pinout.png
(1.5 px per µm) Pins as bars across the die edge, other pins in gray.
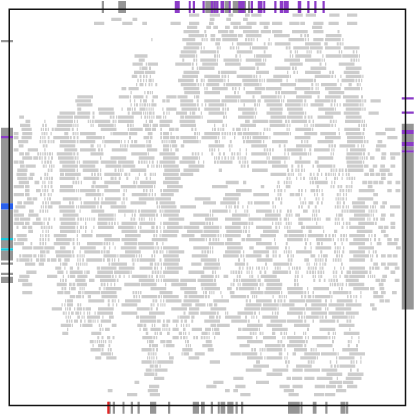
m4.png
(1.5 px per µm)
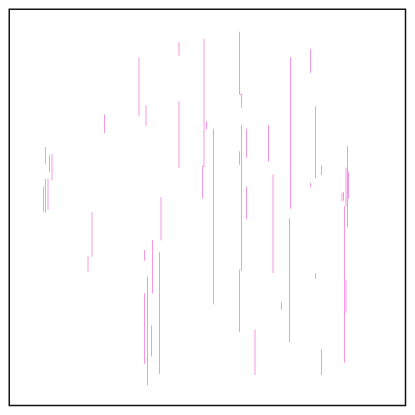
### config.mk
export PLATFORM = sky130hd
export DESIGN_NAME = xbar_output_stage
export DESIGN_NICKNAME = d
export VERILOG_FILES = /design/src/rtl/xbar_output_stage.sv
export SDC_FILE = /design/constraint.sdc
export NUM_CORES = 1
export LEC_CHECK = 0
export ABC_AREA = 1
export ABC_CLOCK_PERIOD_IN_PS = 4700
export CORE_MARGIN = 2
export CORE_UTILIZATION = 35
export DETAILED_ROUTE_END_ITERATION = 7
export SYNTH_ARGS = -nofsm -noshare
export SYNTH_HDL_FRONTEND = slang
export SYNTH_HIERARCHICAL = 1
export SYNTH_SLANG_ARGS = --single-unit
### constraint.sdc
create_clock -name clk -period 4.7 [get_ports clk]
set_clock_uncertainty 0.15 [all_clocks]
set_input_delay 0.94 -clock clk [delete_from_list [all_inputs] [get_ports clk]]
set_output_delay 0.94 -clock clk [all_outputs]
set_load 0.03 [all_outputs]
### src/rtl/xbar_output_stage.sv
// Router crossbar output stage: per-output show-ahead FIFOs fed by the mux selects, with
// registered upstream stall, per-input acks and sticky per-output timeout failure.
module xbar_out_port #(
  parameter int DW      = 40,
  parameter int DEPTH   = 4,
  parameter int TIMEOUT = 15
) (
  input  logic                clk,
  input  logic                rst_n,
  input  logic [1:0]          sel,
  input  logic [2:0][DW-1:0]  din_all,
  input  logic                stall,
  input  logic                ready,
  output logic [DW-1:0]       dout,
  output logic                valid,
  output logic                fail,
  output logic [2:0]          push_src,
  output logic                stall_req
);
  localparam int AW = $clog2(DEPTH);
  localparam int CW = $clog2(DEPTH + 1);
  localparam int TW = $clog2(TIMEOUT + 1);

  logic [DW-1:0] mem [DEPTH];
  logic [AW-1:0] wr_ptr, rd_ptr;
  logic [CW-1:0] count, count_nxt;
  logic [TW-1:0] tcnt;
  logic          fail_q, fail_nxt, push, pop, blocked;
  logic [DW-1:0] wdata;

  assign valid     = (count != '0) && !fail_q;
  assign pop       = valid & ready;
  assign blocked   = valid & ~ready;
  assign push      = (sel != 2'b00) && !stall && !fail_q && (count != CW'(DEPTH));
  assign fail_nxt  = fail_q | (blocked && (tcnt == TW'(TIMEOUT - 1)));
  assign fail      = fail_q;
  assign dout      = valid ? mem[rd_ptr] : '0;
  // A port that is failing this cycle is already excluded from the stall decision.
  assign stall_req = !fail_nxt && (count_nxt >= CW'(DEPTH - 1));

  always_comb begin
    wdata    = din_all[0];
    push_src = '0;
    case (sel)
      2'b01: begin wdata = din_all[0]; push_src = {2'b00, push}; end
      2'b10: begin wdata = din_all[1]; push_src = {1'b0, push, 1'b0}; end
      2'b11: begin wdata = din_all[2]; push_src = {push, 2'b00}; end
      default: ;
    endcase
  end

  always_comb begin
    count_nxt = count;
    if (fail_q) count_nxt = '0;
    else if (push && !pop) count_nxt = count + 1'b1;
    else if (pop && !push) count_nxt = count - 1'b1;
  end

  always_ff @(posedge clk) begin
    if (!rst_n) begin
      wr_ptr <= '0;
      rd_ptr <= '0;
      count  <= '0;
      tcnt   <= '0;
      fail_q <= 1'b0;
    end else begin
      fail_q <= fail_nxt;
      count  <= count_nxt;
      if (fail_q) begin
        wr_ptr <= '0;
        rd_ptr <= '0;
      end else begin
        if (push) wr_ptr <= wr_ptr + 1'b1;
        if (pop)  rd_ptr <= rd_ptr + 1'b1;
      end
      if (!blocked) tcnt <= '0;
      else if (tcnt != TW'(TIMEOUT)) tcnt <= tcnt + 1'b1;
    end
  end

  always_ff @(posedge clk) begin
    if (push) mem[wr_ptr] <= wdata;
  end
endmodule

module xbar_output_stage #(
  parameter int DW      = 40,
  parameter int DEPTH   = 4,
  parameter int TIMEOUT = 15
) (
  input  logic          clk,
  input  logic          rst_n,
  input  logic [1:0]    control_x,
  input  logic [1:0]    control_y,
  input  logic [1:0]    control_local,
  input  logic [DW-1:0] din_x,
  input  logic [DW-1:0] din_y,
  input  logic [DW-1:0] din_local,
  output logic [DW-1:0] dout_x,
  output logic [DW-1:0] dout_y,
  output logic [DW-1:0] dout_local,
  output logic [2:0]    dout_valid,
  input  logic [2:0]    dout_ready,
  output logic [2:0]    ack,
  output logic [2:0]    fail,
  output logic          control_clk
);
  logic [2:0][1:0]    sel_all;
  logic [2:0][DW-1:0] din_all, dout_all;
  logic [2:0][2:0]    push_src;
  logic [2:0]         stall_req;
  logic [2:0]         ack_nxt;

  assign sel_all    = {control_local, control_y, control_x};
  assign din_all    = {din_local, din_y, din_x};
  assign dout_x     = dout_all[0];
  assign dout_y     = dout_all[1];
  assign dout_local = dout_all[2];
  assign ack_nxt    = push_src[0] | push_src[1] | push_src[2];

  for (genvar p = 0; p < 3; p++) begin : g_port
    xbar_out_port #(.DW(DW), .DEPTH(DEPTH), .TIMEOUT(TIMEOUT)) u_port (
      .clk       (clk),
      .rst_n     (rst_n),
      .sel       (sel_all[p]),
      .din_all   (din_all),
      .stall     (control_clk),
      .ready     (dout_ready[p]),
      .dout      (dout_all[p]),
      .valid     (dout_valid[p]),
      .fail      (fail[p]),
      .push_src  (push_src[p]),
      .stall_req (stall_req[p])
    );
  end

  always_ff @(posedge clk) begin
    if (!rst_n) begin
      ack         <= '0;
      control_clk <= 1'b0;
    end else begin
      ack         <= ack_nxt;
      control_clk <= |stall_req;
    end
  end
endmodule

==> impl_metrics.csv <==
group,metric,value,unit
outcome,status,"finished, violations left",
outcome,violations,"DRC",
die,taps,873,
routing,drtIter0Drc,2395,
worst_setup_path,crit_required,3.61,ns
power,ir_worst_vdd,0.000381,V
logic_synthesis,xor_share,0.00298,
final_timing,grt_setup_unrepaired,"false",
power,p_per_area,662,nW/µm²
logic_synthesis,synthFlopType,"edfxtp_1",
logic_synthesis,topCombFamilyByArea,"simple AND/OR/NAND/NOR gates",
clock_tree,htreeDepth,2,
final_timing,finalCriticalPeriod,4.02,ns
clock_tree,holdBufCountCts,0,
worst_setup_path,cpMostUsedCell,"nor2_1",
logic_synthesis,synth_warnings,6,
routing,wl_met2,35900,µm
logic_synthesis,synth_cells,2332,
finish,utilization,0.448,
power,pg_clk,4.38,mW
power,pwr-share-comb,0.449,
final_timing,fin_setup_tns,0,ns
finish,drive_gt1_frac,0.121,
worst_setup_path,cp-end-kind,"primary output",
finish,register_area,15300,µm²
logic_synthesis,netlist_area,23500,µm²
grt,track_usage,0.223,
place,port_buffers,260,
logic_synthesis,simple_gate_area_frac,0.205,
clock_tree,clkSinkCount,526,
clock_tree,root_buffer,"clkbuf_16",
worst_setup_path,setup.worst_path.start_class,"register",
power,p_seq_frac,0.329,
worst_setup_path,path_class,"reg2out",
logic_synthesis,synth.area.mux_share,0,
worst_setup_path,crit_chain,"buf_4 > nor2_1 > nor2_1 > o21ai_0 > a21oi_1 > buf_12",
logic_synthesis,syn_nets,2490,
logic_synthesis,avgSynthCellArea,10.1,µm²
power,maxPowerGroup,"combinational logic",
finish,sh_seq_area,0.513,
logic_synthesis,ys_seq_elements,526,
grt,overflow,0,
worst_setup_path,worstReg2RegEnd,"g_port[0].u_port/mem[2][10]$_DFFE_PP_",
job,tool_warnings,44,
place,place_ws,1.31,ns
place,dp.cells,3365,
grt,gr-max-usage-layer,"met2",
routing,first_pass_iters,8,
finish,largest_reg_flops,480,
die,pin_count,261,
power,p_leak,10.8,nW
finish,final_cell_mix,"526 x nor2_1, 480 x edfxtp_1, 293 x nand2_1",
worst_setup_path,cpMaxStageDelayCell,"dfxtp_2",
finish,comb_area,7410,µm²
logic_synthesis,aoi_share,0.0879,
routing,vias_per_cell,5.37,
finish,n_fill_cell,6046,
finish,inverters,80,
final_timing,final_max_slew_viol_count,0,
worst_setup_path,path_depth,6,
worst_setup_path,r2r_setup_slack,1.97,ns
hold_path,hold_start,"g_port[0].u_port/rd_ptr[1]$_SDFFE_PP0P_",
clock_tree,cts_tree,"yes",
finish,comb_share,0.248,
finish,largest-register,"g_port.u_port/mem",
clock_tree,clockBufferDepth,3,
routing,remaining_drc_errors,1,
power,cell_internal_pwr,12.1,mW
finish,largest_class,"flip-flops and latches",
grt,gr-usage-met2,0.352,
worst_setup_path,crit_family,"buffers and inverters",
hold_path,hold_path.class,"reg2reg",
logic_synthesis,ys_area,23500,µm²
worst_setup_path,endpoint,"dout_local[2]",
die,rows,95,
logic_synthesis,synthArstFlopShare,0,
logic_synthesis,largest_area_cell,"edfxtp_1",
final_timing,hold_viol,0,
-- pinout.png (at the start) --
Key: `ack` = blue [pins 3, direction output, edge left]; `dout_y` = purple [pins 40, direction output, edge 32 top, 7 right, 1 left]; `rst_n` = red [pins 1, direction input, edge bottom]; `control_x` = cyan [pins 2, direction input, edge left]
All pins by edge: 93 right, 71 left, 53 top, 44 bottom.
DIE HEIGHT: 263 µm
die width: 263 µm

-- m4.png (at the start) --
The longest straight run is 117 µm. The layer holds 2.1% of the routed length.
drt total wl: 78700 µm
via count: 18663

Power and IR drop assume default switching activity.
